## config.mk

```make
export PLATFORM = sky130hd
export DESIGN_NAME = alu_ctrl_issue_stage
export DESIGN_NICKNAME = d
export VERILOG_FILES = /design/src/rtl/alu_ctrl_issue_stage.sv
export SDC_FILE = /design/constraint.sdc
export NUM_CORES = 1
export LEC_CHECK = 0
export ABC_AREA = 1
export CAP_MARGIN = 20
export CORE_ASPECT_RATIO = 0.7
export CORE_MARGIN = 2
export CORE_UTILIZATION = 30
export DETAILED_ROUTE_END_ITERATION = 10
export HOLD_SLACK_MARGIN = 0.08
export PLACE_DENSITY = 0.61
export REMOVE_ABC_BUFFERS = 1
export SLEW_MARGIN = 15
export SYNTH_ARGS = -nofsm -noshare
export SYNTH_HDL_FRONTEND = slang
export SYNTH_SLANG_ARGS = --single-unit
```

## constraint.sdc

```tcl
create_clock -name CLK -period 2.7 [get_ports CLK]
set_input_delay 0.54 -clock CLK [delete_from_list [all_inputs] [get_ports CLK]]
set_output_delay 0.54 -clock CLK [all_outputs]
set_load 0.02 [all_outputs]
```

## src/rtl/alu_ctrl_issue_stage.sv

```systemverilog
// ID-side ALU decode and ID/EX pipeline register: decodes InstrD, builds SrcA/SrcB, registers controls.
// Latency: 1 cycle from InstrD/RD1D/RD2D to the E outputs; no combinational input-to-output path.
// Backpressure: StallE holds the ID/EX register, FlushE loads a bubble; RST > FlushE > StallE.
module alu_ctrl_issue_stage #(
    parameter int WIDTH = 32
) (
    input  logic             CLK,
    input  logic             RST,
    input  logic             StallE,
    input  logic             FlushE,
    input  logic [31:0]      InstrD,
    input  logic [WIDTH-1:0] RD1D,
    input  logic [WIDTH-1:0] RD2D,
    output logic [WIDTH-1:0] SrcAE,
    output logic [WIDTH-1:0] SrcBE,
    output logic [WIDTH-1:0] WriteDataE,
    output logic [2:0]       ALUControlE,
    output logic             RegWriteE,
    output logic             MemtoRegE,
    output logic             MemWriteE,
    output logic             BranchE,
    output logic [4:0]       WriteRegE,
    output logic             ValidE,
    output logic             IllegalE
);

    localparam logic [2:0] ALU_AND = 3'b000;
    localparam logic [2:0] ALU_OR  = 3'b001;
    localparam logic [2:0] ALU_ADD = 3'b010;
    localparam logic [2:0] ALU_SUB = 3'b100;
    localparam logic [2:0] ALU_MUL = 3'b101;
    localparam logic [2:0] ALU_SLT = 3'b110;

    logic [5:0]       op;
    logic [5:0]       funct;
    logic [WIDTH-1:0] imm;
    logic             unused_fields;

    assign op            = InstrD[31:26];
    assign funct         = InstrD[5:0];
    assign imm           = {{(WIDTH-16){InstrD[15]}}, InstrD[15:0]};
    // rs and shamt are not needed here: RD1D already carries rs, and no shifts are decoded.
    assign unused_fields = ^{InstrD[25:21], InstrD[10:6]};

    logic [2:0]       alu_ctrl;
    logic             reg_write;
    logic             mem_to_reg;
    logic             mem_write;
    logic             branch;
    logic             use_imm;
    logic             illegal;
    logic [WIDTH-1:0] src_b;
    logic [4:0]       write_reg;

    always_comb begin
        alu_ctrl   = ALU_AND;
        reg_write  = 1'b0;
        mem_to_reg = 1'b0;
        mem_write  = 1'b0;
        branch     = 1'b0;
        use_imm    = 1'b0;
        illegal    = 1'b0;
        unique case (op)
            6'b000000: begin
                reg_write = 1'b1;
                unique case (funct)
                    6'b100000: alu_ctrl = ALU_ADD;
                    6'b100010: alu_ctrl = ALU_SUB;
                    6'b100100: alu_ctrl = ALU_AND;
                    6'b100101: alu_ctrl = ALU_OR;
                    6'b101010: alu_ctrl = ALU_SLT;
                    6'b011000: alu_ctrl = ALU_MUL;
                    default: begin
                        reg_write = 1'b0;
                        illegal   = 1'b1;
                    end
                endcase
            end
            6'b100011: begin
                alu_ctrl   = ALU_ADD;
                use_imm    = 1'b1;
                reg_write  = 1'b1;
                mem_to_reg = 1'b1;
            end
            6'b101011: begin
                alu_ctrl  = ALU_ADD;
                use_imm   = 1'b1;
                mem_write = 1'b1;
            end
            6'b001000: begin
                alu_ctrl  = ALU_ADD;
                use_imm   = 1'b1;
                reg_write = 1'b1;
            end
            6'b000100: begin
                alu_ctrl = ALU_SUB;
                branch   = 1'b1;
            end
            default: illegal = 1'b1;
        endcase
        src_b     = use_imm ? imm : RD2D;
        write_reg = (op == 6'b000000) ? InstrD[15:11] : InstrD[20:16];
    end

    logic [WIDTH-1:0] src_a_q, src_a_d;
    logic [WIDTH-1:0] src_b_q, src_b_d;
    logic [WIDTH-1:0] wdata_q, wdata_d;
    logic [2:0]       alu_ctrl_q, alu_ctrl_d;
    logic             reg_write_q, reg_write_d;
    logic             mem_to_reg_q, mem_to_reg_d;
    logic             mem_write_q, mem_write_d;
    logic             branch_q, branch_d;
    logic [4:0]       write_reg_q, write_reg_d;
    logic             valid_q, valid_d;
    logic             illegal_q, illegal_d;

    always_comb begin
        src_a_d      = src_a_q;
        src_b_d      = src_b_q;
        wdata_d      = wdata_q;
        alu_ctrl_d   = alu_ctrl_q;
        reg_write_d  = reg_write_q;
        mem_to_reg_d = mem_to_reg_q;
        mem_write_d  = mem_write_q;
        branch_d     = branch_q;
        write_reg_d  = write_reg_q;
        valid_d      = valid_q;
        illegal_d    = illegal_q;
        if (FlushE) begin
            src_a_d      = '0;
            src_b_d      = '0;
            wdata_d      = '0;
            alu_ctrl_d   = '0;
            reg_write_d  = 1'b0;
            mem_to_reg_d = 1'b0;
            mem_write_d  = 1'b0;
            branch_d     = 1'b0;
            write_reg_d  = '0;
            valid_d      = 1'b0;
            illegal_d    = 1'b0;
        end else if (!StallE) begin
            src_a_d      = RD1D;
            src_b_d      = src_b;
            wdata_d      = RD2D;
            alu_ctrl_d   = alu_ctrl;
            reg_write_d  = reg_write;
            mem_to_reg_d = mem_to_reg;
            mem_write_d  = mem_write;
            branch_d     = branch;
            write_reg_d  = write_reg;
            valid_d      = 1'b1;
            illegal_d    = illegal;
        end
    end

    always_ff @(posedge CLK) begin
        if (RST) begin
            src_a_q      <= '0;
            src_b_q      <= '0;
            wdata_q      <= '0;
            alu_ctrl_q   <= '0;
            reg_write_q  <= 1'b0;
            mem_to_reg_q <= 1'b0;
            mem_write_q  <= 1'b0;
            branch_q     <= 1'b0;
            write_reg_q  <= '0;
            valid_q      <= 1'b0;
            illegal_q    <= 1'b0;
        end else begin
            src_a_q      <= src_a_d;
            src_b_q      <= src_b_d;
            wdata_q      <= wdata_d;
            alu_ctrl_q   <= alu_ctrl_d;
            reg_write_q  <= reg_write_d;
            mem_to_reg_q <= mem_to_reg_d;
            mem_write_q  <= mem_write_d;
            branch_q     <= branch_d;
            write_reg_q  <= write_reg_d;
            valid_q      <= valid_d;
            illegal_q    <= illegal_d;
        end
    end

    assign SrcAE       = src_a_q;
    assign SrcBE       = src_b_q;
    assign WriteDataE  = wdata_q;
    assign ALUControlE = alu_ctrl_q;
    assign RegWriteE   = reg_write_q;
    assign MemtoRegE   = mem_to_reg_q;
    assign MemWriteE   = mem_write_q;
    assign BranchE     = branch_q;
    assign WriteRegE   = write_reg_q;
    assign ValidE      = valid_q;
    assign IllegalE    = illegal_q;

endmodule
```

Figure 1. Cell placement.
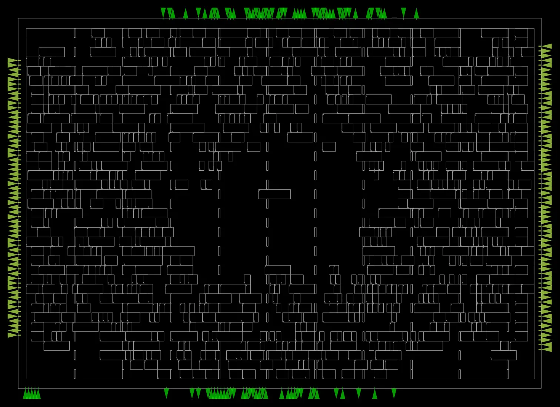
fill count: 1497
fraction of area in registers: 31.6%
row cnt: 37

Figure 2. Metal layers overlaid.
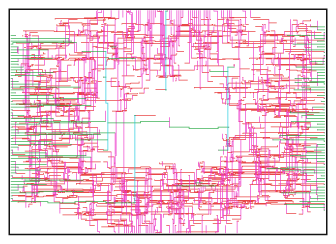
colour	layer	wire length
magenta	M2	5460 um
red	M1	6450 um
cyan	M4	166 um
green	M3	1600 um
Total GRT Usage: 17.4%
routed len/inst: 13.4 um
drt total wl: 13.7 mm
routed via count: 4515

==> impl_metrics.toml <==
# flow metrics
[final_timing]
fin_tns_setup_ns = 0
fmax_mhz = 521
setup_violations = 0
rsz0062_at_grt = "false"
period_used_pct = 71.0
slew_headroom_pct = 53.9
skew_ns = 0
tightestPinTransition_ns = 0.691
finalCriticalPeriod_ns = 1.92
finalHoldViolCount = 0

[clock_tree]
htreeDepth = 3
cts-resized-gates = 0
cts_root_buffer = "clkbuf_16"
clk_latency_ns = 0.35
cts_tree = "yes"
cts_hold_buf = 0
clk_pin_slew_ns = 0.08
postCtsSetupBuffers = 0
clock_sinks = 110

[flow_run]
cap_viol_max_count = 0
warning_count = 30

[synth]
ys.flop_type = "dfxtp_1"
async_flop_share_pct = 0
yosys-stat-cells = 639
syn_area_per_cell_um2 = 7.02
fa_ha_area_share_pct = 0
xor_share_pct = 0
aoi_share_pct = 9.43
most_common_cell = "nand2_1"
ys.flops = 110
postSynthCellCount = 639
netlist_top_cells_count = "nand2_1 (231), dfxtp_1 (110), a21oi_1 (70)"
largest_area_cell = "dfxtp_1"
ys_seq_share_pct = 49.1
logic_family = "simple AND/OR/NAND/NOR gates"
yosys.area.top_type_share_pct = 49.1
synth-edff-count = 0
syn-cell-area_mm2 = 0.00449
yosys_warnings = 0
synth.distinct_cells = 22
ys_area_mm2 = 0.00449

[worst_setup_path]
crit_end = "SrcBE[31]"
r2r_cells = 3
crit_path_end_kind = "register"
critPathArrivalTime_ns = 2.22
worstPathMaxFanout = 33
critPathLaunchType = "input port"
cp.depth = 9
critical_path_class = "in2reg"
cp-startpoint = "InstrD[27]"
timing.rr.start = "IllegalE"
critical_path.cell_chain = "clkdlybuf4s50_1, nor2_1, nand3_2, nand2_4, inv_2, nand3_1, nand3_1, nand2_1, inv_1"
cp_slowest_cell = "inv_2"
r2r_slack_ns = 1.87
crit_family = "buffers and inverters"
crit_top_cell = "nand3_1"
slowest_delay_ns = 0.52
rr_endpoint = "IllegalE"

[die]
chipArea_mm2 = 0.0160
initCoreUtil_pct = 30.6
core_mm2 = 0.0147
ioPinCount = 210

[detailed_routing]
wl_met3_mm = 1.60
viasPerCell = 4.42
drt_pass1_iterations = 4
drtAntennaViolNets = 0
dr_wl_met2_mm = 5.46
drt-met1-wl_mm = 6.45
initialDrtViolationCount = 248

[global_route]
top_usage_layer = "met2"
use_met2_pct = 25.4
antenna_found_initial = 0
grt-ovfl-total = 0
met3_usage_pct = 7.98
grt_first_pass_wirelength_mm = 22.0
grt_max_degree = 86
grtUsageMet1_pct = 23.4

[place]
hpwl_mm = 9.36
gp_congestion = 0.754
dpl.cell_count = 1006
placed_area_mm2 = 0.00667

[min_path]
min_from = "SrcAE[8]"
hp-class = "reg2reg"
whs_path_depth = 2
holdPathEnd = "SrcAE[8]"

[final_layout]
finalInstanceArea_mm2 = 0.00697
antenna_cells = 0
logic_area_mm2 = 0.00189
utilization_pct = 47.5
area_growth_pct = 55.5
fin_cells = 1022
drive_gt1_share_pct = 3.99

[power]
vdd_drop_max_mv = 0.284
comb_power_share_pct = 15.6
seqPwrFrac_pct = 46.5
leakagePower_nw = 3.01
switching_share_pct = 26.2
switching_power_w = 0.000958
p_int_w = 0.00270
power_density_mw_per_mm2 = 524

[outcome]
outcome = "completed"
Figure 3. I/O pins on the die edge.
Pins as bars across the die edge, other pins in grey.
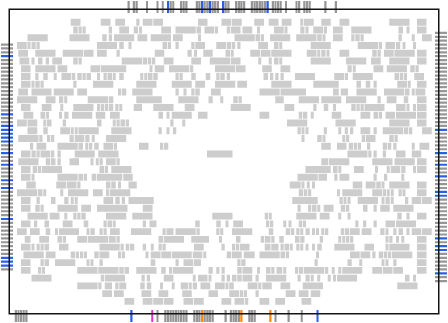
colour	port	pins	direction	edge
orange	ALUControlE	3	output	bottom
magenta	MemtoRegE	1	output	bottom
blue	SrcBE	32	output	15 left, 10 right, 5 top, 2 bottom
all pins by edge	65 right, 59 left, 47 top, 39 bottom
die span in y: 106 um
IO buf count: 204
width of the die: 150 um

power groups by stage:
stage               clock network [W]  registers, W  logic, W
floorplan                           0       0.00181  0.000167
global placement                    0       0.00174  0.000576
detailed placement                  0       0.00174  0.000575
CTS                           0.00144       0.00170  0.000578
global route                  0.00149       0.00171  0.000628
finish                        0.00138       0.00170  0.000571
registers in the layout (all words and copies together) (netlist names):
register,flops
SrcBE,32
ALUControlE,3
WriteRegE,5
RegWriteE,1
ValidE,1
MemWriteE,1
IllegalE,1
MemtoRegE,1
BranchE,1
SrcAE,32
WriteDataE,32
tightest hold or removal path, delay by kind of cell, from the launching register on:
| kind | cells | cell delay [ns] |
|---|---|---|
| AOI/OAI and AO/OA | 1 | 0.05 |
| DFF | 1 | 0.32 |
| and+or+nand+nor | 1 | 0.05 |
stage by stage:
step                total power (W)  worst slack [ns]  hold WS (ns)
floorplan                   0.00197             0.326         0.533
global placement            0.00231             0.415         0.446
detailed placement          0.00232             0.407         0.450
CTS                         0.00372             0.780         0.461
global route                0.00383             0.545         0.478
finish                      0.00366             0.782         0.461
cell usage in the layout, fill, tap and decap left out, drive strengths merged:
cell | Yosys | layout
inv | 52 | 56
o21ai | 5 | 5
clkdlybuf4s50 | 0 | 203
or2 | 1 | 1
clkbuf | 19 | 10
nor2 | 52 | 52
nand3 | 68 | 68
bufinv | 0 | 1
nand2 | 232 | 232
o211a | 1 | 1
o211ai | 5 | 5
nand4 | 2 | 2
clkinv | 0 | 1
mux2i | 1 | 1
a21oi | 70 | 70
buf | 21 | 9
dfxtp | 110 | 110
area by class of cell:
class	instances	area share [%]
well taps	195	3.50
inverters	52	2.83
clock inverters	6	1.09
repair buffers	212	30.6
multi-input cells	437	27.1
flip-flops and latches	110	31.6
clock buffers	10	3.28
Power figures rest on the tool's default switching activity, not on a simulated workload.
